### Cell classes on the final placement

Scale: 4 px per um.
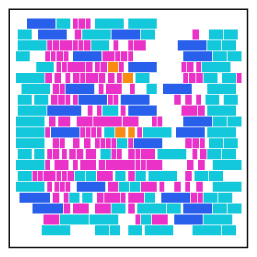
### Cell outlines without signal wires

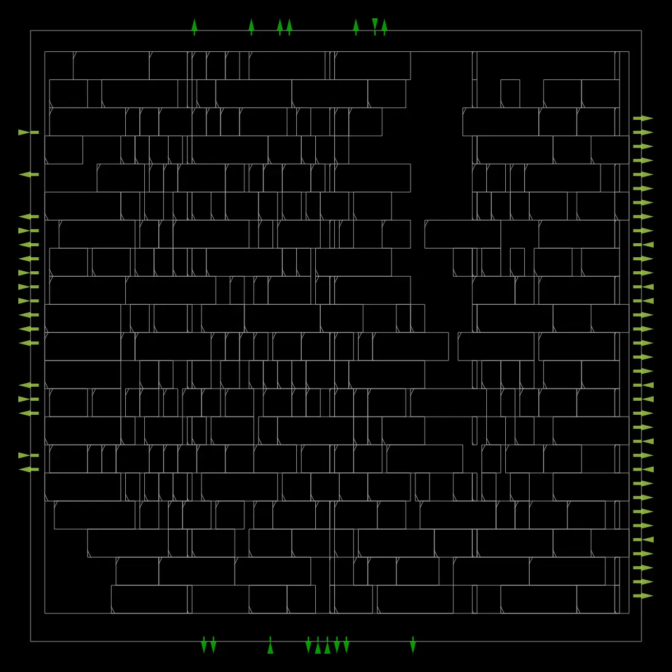
### Wires at chosen ports, followed through buffers

Scale: 8 px per um.
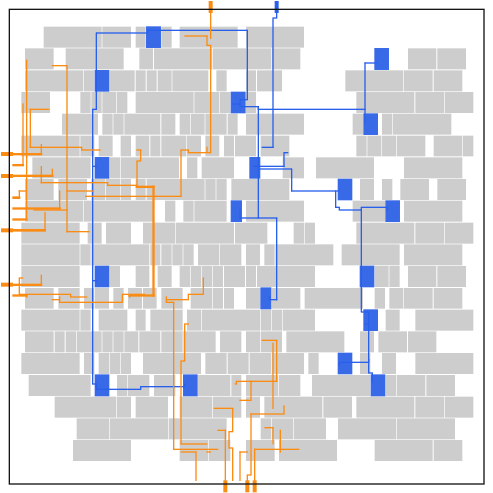
### Register map, names as in the netlist

Scale: 4 px per um.
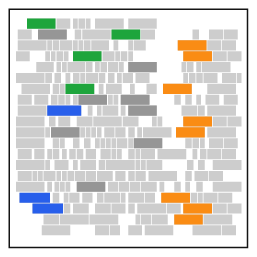
`src/rtl/acc_ctrl_pkg.sv`:
```
// Shared constants for the accumulator sequencer: opcodes, states, field widths.
// Opcode values match the ones the alu decodes.
package acc_ctrl_pkg;

    localparam int OPC_W    = 4;
    localparam int ADDR_LSB = 0;

    localparam logic [OPC_W-1:0] OP_CLA = 4'h0;
    localparam logic [OPC_W-1:0] OP_COM = 4'h1;
    localparam logic [OPC_W-1:0] OP_SHR = 4'h2;
    localparam logic [OPC_W-1:0] OP_CSL = 4'h3;
    localparam logic [OPC_W-1:0] OP_ADD = 4'h4;
    localparam logic [OPC_W-1:0] OP_STA = 4'h5;
    localparam logic [OPC_W-1:0] OP_LDA = 4'h6;
    localparam logic [OPC_W-1:0] OP_JMP = 4'h7;
    localparam logic [OPC_W-1:0] OP_HLT = 4'h9;

    typedef logic [2:0] state_t;

    localparam state_t ST_IDLE   = 3'd0;
    localparam state_t ST_FETCH  = 3'd1;
    localparam state_t ST_DECODE = 3'd2;
    localparam state_t ST_OPRD   = 3'd3;
    localparam state_t ST_EXEC   = 3'd4;
    localparam state_t ST_HALT   = 3'd5;

endpackage

```
`src/rtl/acc_ctrl_dec.sv`:
```
// Opcode classifier for the accumulator sequencer.
// Purely combinational; unknown opcodes report legal_o = 0.
module acc_ctrl_dec
    import acc_ctrl_pkg::*;
(
    input  logic [OPC_W-1:0] opcode_i,
    output logic             needs_operand_o,
    output logic             writes_acc_o,
    output logic             is_store_o,
    output logic             is_jump_o,
    output logic             is_halt_o,
    output logic             legal_o
);

    always_comb begin
        needs_operand_o = 1'b0;
        writes_acc_o    = 1'b0;
        is_store_o      = 1'b0;
        is_jump_o       = 1'b0;
        is_halt_o       = 1'b0;
        legal_o         = 1'b1;
        case (opcode_i)
            OP_CLA, OP_COM, OP_SHR, OP_CSL: writes_acc_o = 1'b1;
            OP_ADD, OP_LDA: begin
                needs_operand_o = 1'b1;
                writes_acc_o    = 1'b1;
            end
            OP_STA:  is_store_o = 1'b1;
            OP_JMP:  is_jump_o  = 1'b1;
            OP_HLT:  is_halt_o  = 1'b1;
            default: legal_o    = 1'b0;
        endcase
    end

endmodule

```
`src/rtl/acc_ctrl.sv`:
```
// Fetch/decode/execute sequencer for the 8-bit accumulator machine.
// Define ACC_CTRL_TRAP_EN to halt on illegal opcodes instead of skipping them.
module acc_ctrl
    import acc_ctrl_pkg::*;
#(
    parameter int ADDR_W = 4,
    parameter int DATA_W = 8
) (
    input  logic              clk,
    input  logic              rst,
    input  logic              start,
    input  logic [DATA_W-1:0] mem_rdata,
    input  logic [DATA_W-1:0] alu_result,
    output logic [ADDR_W-1:0] mem_addr,
    output logic              mem_re,
    output logic              mem_we,
    output logic [DATA_W-1:0] mem_wdata,
    output logic [3:0]        alu_op,
    output logic [DATA_W-1:0] alu_a,
    output logic [DATA_W-1:0] alu_b,
    output logic [ADDR_W-1:0] pc,
    output logic [DATA_W-1:0] acc,
    output logic              busy,
    output logic              halted,
    output logic              illegal
);

    localparam int OPC_LSB = DATA_W - OPC_W;

    state_t            state_q, state_d;
    logic [ADDR_W-1:0] pc_q, pc_d;
    logic [DATA_W-1:0] acc_q, acc_d;
    logic [DATA_W-1:0] ir_q, ir_d;
`ifdef ACC_CTRL_TRAP_EN
    logic              ill_q, ill_d;
`endif

    logic [OPC_W-1:0]  ir_opc, rd_opc, dec_opc;
    logic [ADDR_W-1:0] ir_addr, rd_addr;
    logic              needs_operand, writes_acc, is_store;
    logic              is_jump, is_halt, legal;

    assign ir_opc  = ir_q[OPC_LSB +: OPC_W];
    assign ir_addr = ir_q[ADDR_LSB +: ADDR_W];
    assign rd_opc  = mem_rdata[OPC_LSB +: OPC_W];
    assign rd_addr = mem_rdata[ADDR_LSB +: ADDR_W];

    // IR is only loaded at the end of DECODE, so decode the fetched word directly.
    assign dec_opc = (state_q == ST_DECODE) ? rd_opc : ir_opc;

    acc_ctrl_dec u_dec (
        .opcode_i        (dec_opc),
        .needs_operand_o (needs_operand),
        .writes_acc_o    (writes_acc),
        .is_store_o      (is_store),
        .is_jump_o       (is_jump),
        .is_halt_o       (is_halt),
        .legal_o         (legal)
    );

    always_comb begin
        state_d = state_q;
        pc_d    = pc_q;
        acc_d   = acc_q;
        ir_d    = ir_q;
`ifdef ACC_CTRL_TRAP_EN
        ill_d   = ill_q;
`endif
        case (state_q)
            ST_IDLE:  if (start) state_d = ST_FETCH;
            ST_FETCH: state_d = ST_DECODE;
            ST_DECODE: begin
                ir_d = mem_rdata;
                pc_d = pc_q + ADDR_W'(1);
                if (!legal) begin
`ifdef ACC_CTRL_TRAP_EN
                    state_d = ST_HALT;
                    ill_d   = 1'b1;
`else
                    state_d = ST_FETCH;
`endif
                end else if (is_jump) begin
                    pc_d    = rd_addr;
                    state_d = ST_FETCH;
                end else if (is_halt) begin
                    state_d = ST_HALT;
                end else if (needs_operand) begin
                    state_d = ST_OPRD;
                end else begin
                    state_d = ST_EXEC;
                end
            end
            ST_OPRD: state_d = ST_EXEC;
            ST_EXEC: begin
                if (writes_acc) acc_d = alu_result;
                state_d = ST_FETCH;
            end
            ST_HALT: state_d = ST_HALT;
            default: state_d = ST_IDLE;
        endcase
    end

    always_ff @(posedge clk) begin
        if (rst) begin
            state_q <= ST_IDLE;
            pc_q    <= '0;
            acc_q   <= '0;
            ir_q    <= '0;
`ifdef ACC_CTRL_TRAP_EN
            ill_q   <= 1'b0;
`endif
        end else begin
            state_q <= state_d;
            pc_q    <= pc_d;
            acc_q   <= acc_d;
            ir_q    <= ir_d;
`ifdef ACC_CTRL_TRAP_EN
            ill_q   <= ill_d;
`endif
        end
    end

    // Gating with rst keeps a store in EXEC from landing on the reset edge.
    assign mem_we    = (state_q == ST_EXEC) && is_store && !rst;
    assign mem_re    = (state_q == ST_FETCH) || (state_q == ST_OPRD);
    assign mem_addr  = ((state_q == ST_OPRD) || (state_q == ST_EXEC))
                       ? ir_addr : pc_q;
    assign mem_wdata = alu_result;

    assign alu_op = (state_q == ST_EXEC) ? ir_opc : OP_CLA;
    assign alu_a  = acc_q;
    assign alu_b  = mem_rdata;

    assign pc     = pc_q;
    assign acc    = acc_q;
    assign busy   = (state_q != ST_IDLE) && (state_q != ST_HALT);
    assign halted = (state_q == ST_HALT);
`ifdef ACC_CTRL_TRAP_EN
    assign illegal = ill_q;
`else
    assign illegal = 1'b0;
`endif

endmodule

```
`config.mk`:
```
export PLATFORM = sky130hd
export DESIGN_NAME = acc_ctrl
export DESIGN_NICKNAME = d
export VERILOG_FILES = /design/src/rtl/acc_ctrl_pkg.sv /design/src/rtl/acc_ctrl_dec.sv /design/src/rtl/acc_ctrl.sv
export SDC_FILE = /design/constraint.sdc
export NUM_CORES = 1
export LEC_CHECK = 0
export ABC_AREA = 1
export CAP_MARGIN = 20
export CORE_UTILIZATION = 44
export CTS_CLUSTER_DIAMETER = 120
export DETAILED_ROUTE_END_ITERATION = 7
export GPL_ROUTABILITY_DRIVEN = 1
export HOLD_SLACK_MARGIN = 0.08
export PLACE_DENSITY = 0.85
export SLEW_MARGIN = 20
export SYNTH_ARGS = -nofsm -noshare
export SYNTH_HDL_FRONTEND = slang
export SYNTH_SLANG_ARGS = --single-unit
export TNS_END_PERCENT = 20
```
`constraint.sdc`:
```
create_clock -name clk -period 2 [get_ports clk]
set_input_delay 0.4 -clock clk [delete_from_list [all_inputs] [get_ports clk]]
set_output_delay 0.4 -clock clk [all_outputs]
set_load 0.05 [all_outputs]
```
==> run_results.csv <==
group,metric,value,unit
timing,fin_hold_ws,0.488,ns
yosys,syn_inst,199,
worst_setup_path,critPathKind,"input pin to output port",
timing,finalSetupViolCount,1,
worst_setup_path,crit_end,"mem_we",
floorplan,die_w,59.2,um
worst_hold_path,min_path_cells,2,
worst_setup_path,slowest_stage,"clkdlybuf4s50_1",
timing,hold_viol,0,
timing,skew,0.00254,ns
worst_setup_path,critPathMaxFanout,2,
timing,rsz0062_at_grt,"yes",
yosys,synth.avg_cell_area,7.22,um^2
final_layout,buffer_area_frac,0.443,
timing,fmax,488,MHz
timing,drv_slew,0,
routing,wire_per_inst,12.5,um
final_layout,final-clk-cell-share,0.0113,
worst_hold_path,hold_path.class,"flop to flop",
timing,slew_headroom,0.660,
worst_setup_path,r2r-start,"state_q[2]$_SDFFE_PP0P_",
worst_setup_path,crit_arrival,1.65,ns
run_status,status,"finished with violations",
yosys,ys_cells,199,
floorplan,die_area,0.00350,mm^2
cts,clk_transition_reported_paths,0.13,ns
final_layout,buffers,83,
worst_setup_path,path_depth,8,
final_layout,clock_buffers,3,
worst_setup_path,worst_setup_path_end_kind,"output port",
grt,antenna_found_initial,0,
final_layout,dominant_cells,"buffers",
yosys,topCellsByArea,"dfxtp_1 32%, buf_4 13%, nand3_1 9.1%",
worst_hold_path,holdPathEnd,"acc[5]$_SDFFE_PP0P_",
place,io_buffers,66,
final_layout,inv_count,24,
final_layout,antenna_cells,0,
grt,grt_pass1_vias,1340,
routing,vias,1489,
grt,gr-total-overflow,0,
final_layout,layout.area.seq,467,um^2
timing,min_period,2.05,ns
worst_setup_path,ff2ff_path_depth,10,
final_layout,layout_top_cell,"clkdlybuf4s50_1",
run_status,failed_checks,"negative setup slack",
run,warnings,29,
worst_setup_path,rr_endpoint,"acc[0]$_SDFFE_PP0P_",
routing,drt_iter0_drc,79,
cts,post_cts_resize_count,13,
timing,fin_setup_tns,-0.0508,ns
final_layout,logic_gates,123,
routing,routed_via_density,4.95,
yosys,fp_nets,219,
routing,postRouteAntennaNets,0,
worst_setup_path,cp-start-kind,"input pin",
final_layout,comb_area,717,um^2
final_layout,layout-drive-gt1-share,0.288,
worst_hold_path,holdCritStartpoint,"acc[5]$_SDFFE_PP0P_",
floorplan,die_h,59.2,um
place,placed_cells,296,
yosys,synth_flops,23,
yosys,yosysWarnings,0,
place,hpwlAfterDp,2850,um
cts,cts_hold_buf,0,
floorplan,nWellTaps,44,
yosys,synth_cell_type_count,24,
worst_setup_path,critPathBufInv,3,
routing,wirelength,3750,um
cts,h-tree-depth,1,
worst_setup_path,path_cells,"clkdlybuf4s50_1, inv_1, nand3_1, nand2_4, nor2_8, nand3b_1, nor2_4, buf_12",
worst_setup_path,crit_start,"mem_rdata[6]",
timing,setup_ws,-0.0508,ns
place,gp_congestion,0.877,
final_layout,layout.nets,278,
cts,cts-root-buf,"clkbuf_4",
cts,post-cts-setup-buffers,1,
timing,finalClockPeriodUsage,1.03,
grt,grt_start_max_net_pins,18,
routing,drt_pass1_iterations,4,
final_layout,lay_top_cells,"36 x clkdlybuf4s50_1, 32 x nand2_1, 28 x buf_12",
final_layout,comb_area_share,0.295,
cts,clock_sinks,23,
About 'Cell classes on the final placement':
- clock drivers and dummy loads: orange (cells 4; share of their area 1.2%)
- combinational and other logic: magenta (cells 147; share of their area 34%)
- remaining buffers and delay cells: cyan (cells 83; share of their area 45%)
- sequential cells: blue (cells 23; share of their area 20%)

About 'Cell outlines without signal wires':
Post-Layout Cell Count: 301
flop count: 23
flop share of the area: 0.192

About 'Wires at chosen ports, followed through buffers':
- `alu_b`: orange (direction output; edge 4 west, 3 south, 1 north; end cells 0; buffers 20; wire 354 um)
- `rst`: blue (direction input; edge north; end cells 18; buffers 2; wire 219 um)

About 'Register map, names as in the netlist':
- `state_q`: blue (placed flops 3)
- `pc`: green (placed flops 4)
- `acc`: orange (placed flops 8)

## cell families after synthesis
group                    synth area share
buffers and inverters               0.215
flip-flops                          0.320
adder cells (fa/ha/maj)           0.00870
AND-OR/OR-AND                      0.0896
XOR/XNOR                           0.0122
other                             0.00261
AND/OR/NAND/NOR                     0.352
## state kept, by name, summed over array words and instances, names as in the netlist
| name | flops |
|---|---|
| state_q | 3 |
| pc | 4 |
| acc | 8 |
| ir_q | 8 |
## cell usage after synthesis
| library cell | count |
|---|---|
| inv_2 | 1 |
| nand3_1 | 26 |
| nor2_4 | 2 |
| nor3_1 | 1 |
| nor2_8 | 2 |
| clkinv_1 | 1 |
| buf_4 | 25 |
| a21oi_1 | 16 |
| nand2_4 | 7 |
| nand3_2 | 1 |
| buf_6 | 2 |
| dfxtp_1 | 23 |
| buf_2 | 1 |
| xor2_1 | 2 |
| o221ai_1 | 1 |
| nor2_1 | 17 |
| o21ai_0 | 8 |
| nand2_2 | 2 |
| clkbuf_1 | 1 |
| ha_1 | 1 |
| inv_1 | 22 |
| conb_1 | 1 |
| nand2_1 | 34 |
| nand3b_1 | 2 |
## routing by layer
| layer | track usage | part of all wire | vias to the layer above |
|---|---|---|---|
| li1 | - | - | 726 |
| met1 | 0.243 | 0.40 | 676 |
| met2 | 0.414 | 0.51 | 81 |
| met3 | 0.0393 | 0.076 | 6 |
| met4 | 0.0578 | 0.010 | 0 |
| met5 | 0 | 0 | - |
## per-stage QoR
stage               setup slack, ns  instance area (um^2)
global route                 -0.117                  2430
global placement            -0.0780                  2340
CTS                         -0.0788                  2400
floorplan                    -0.499                  1440
finish                      -0.0508                  2430
detailed placement          -0.0995                  2340
## report_power, final
part           switching (uW)  leakage (uW)  internal (uW)
sequential               25.3      0.000188            489
clock                     149     0.0000177           74.8
combinational             386      0.000864            284
Power figures rest on the tool's default switching activity, not on a simulated workload.
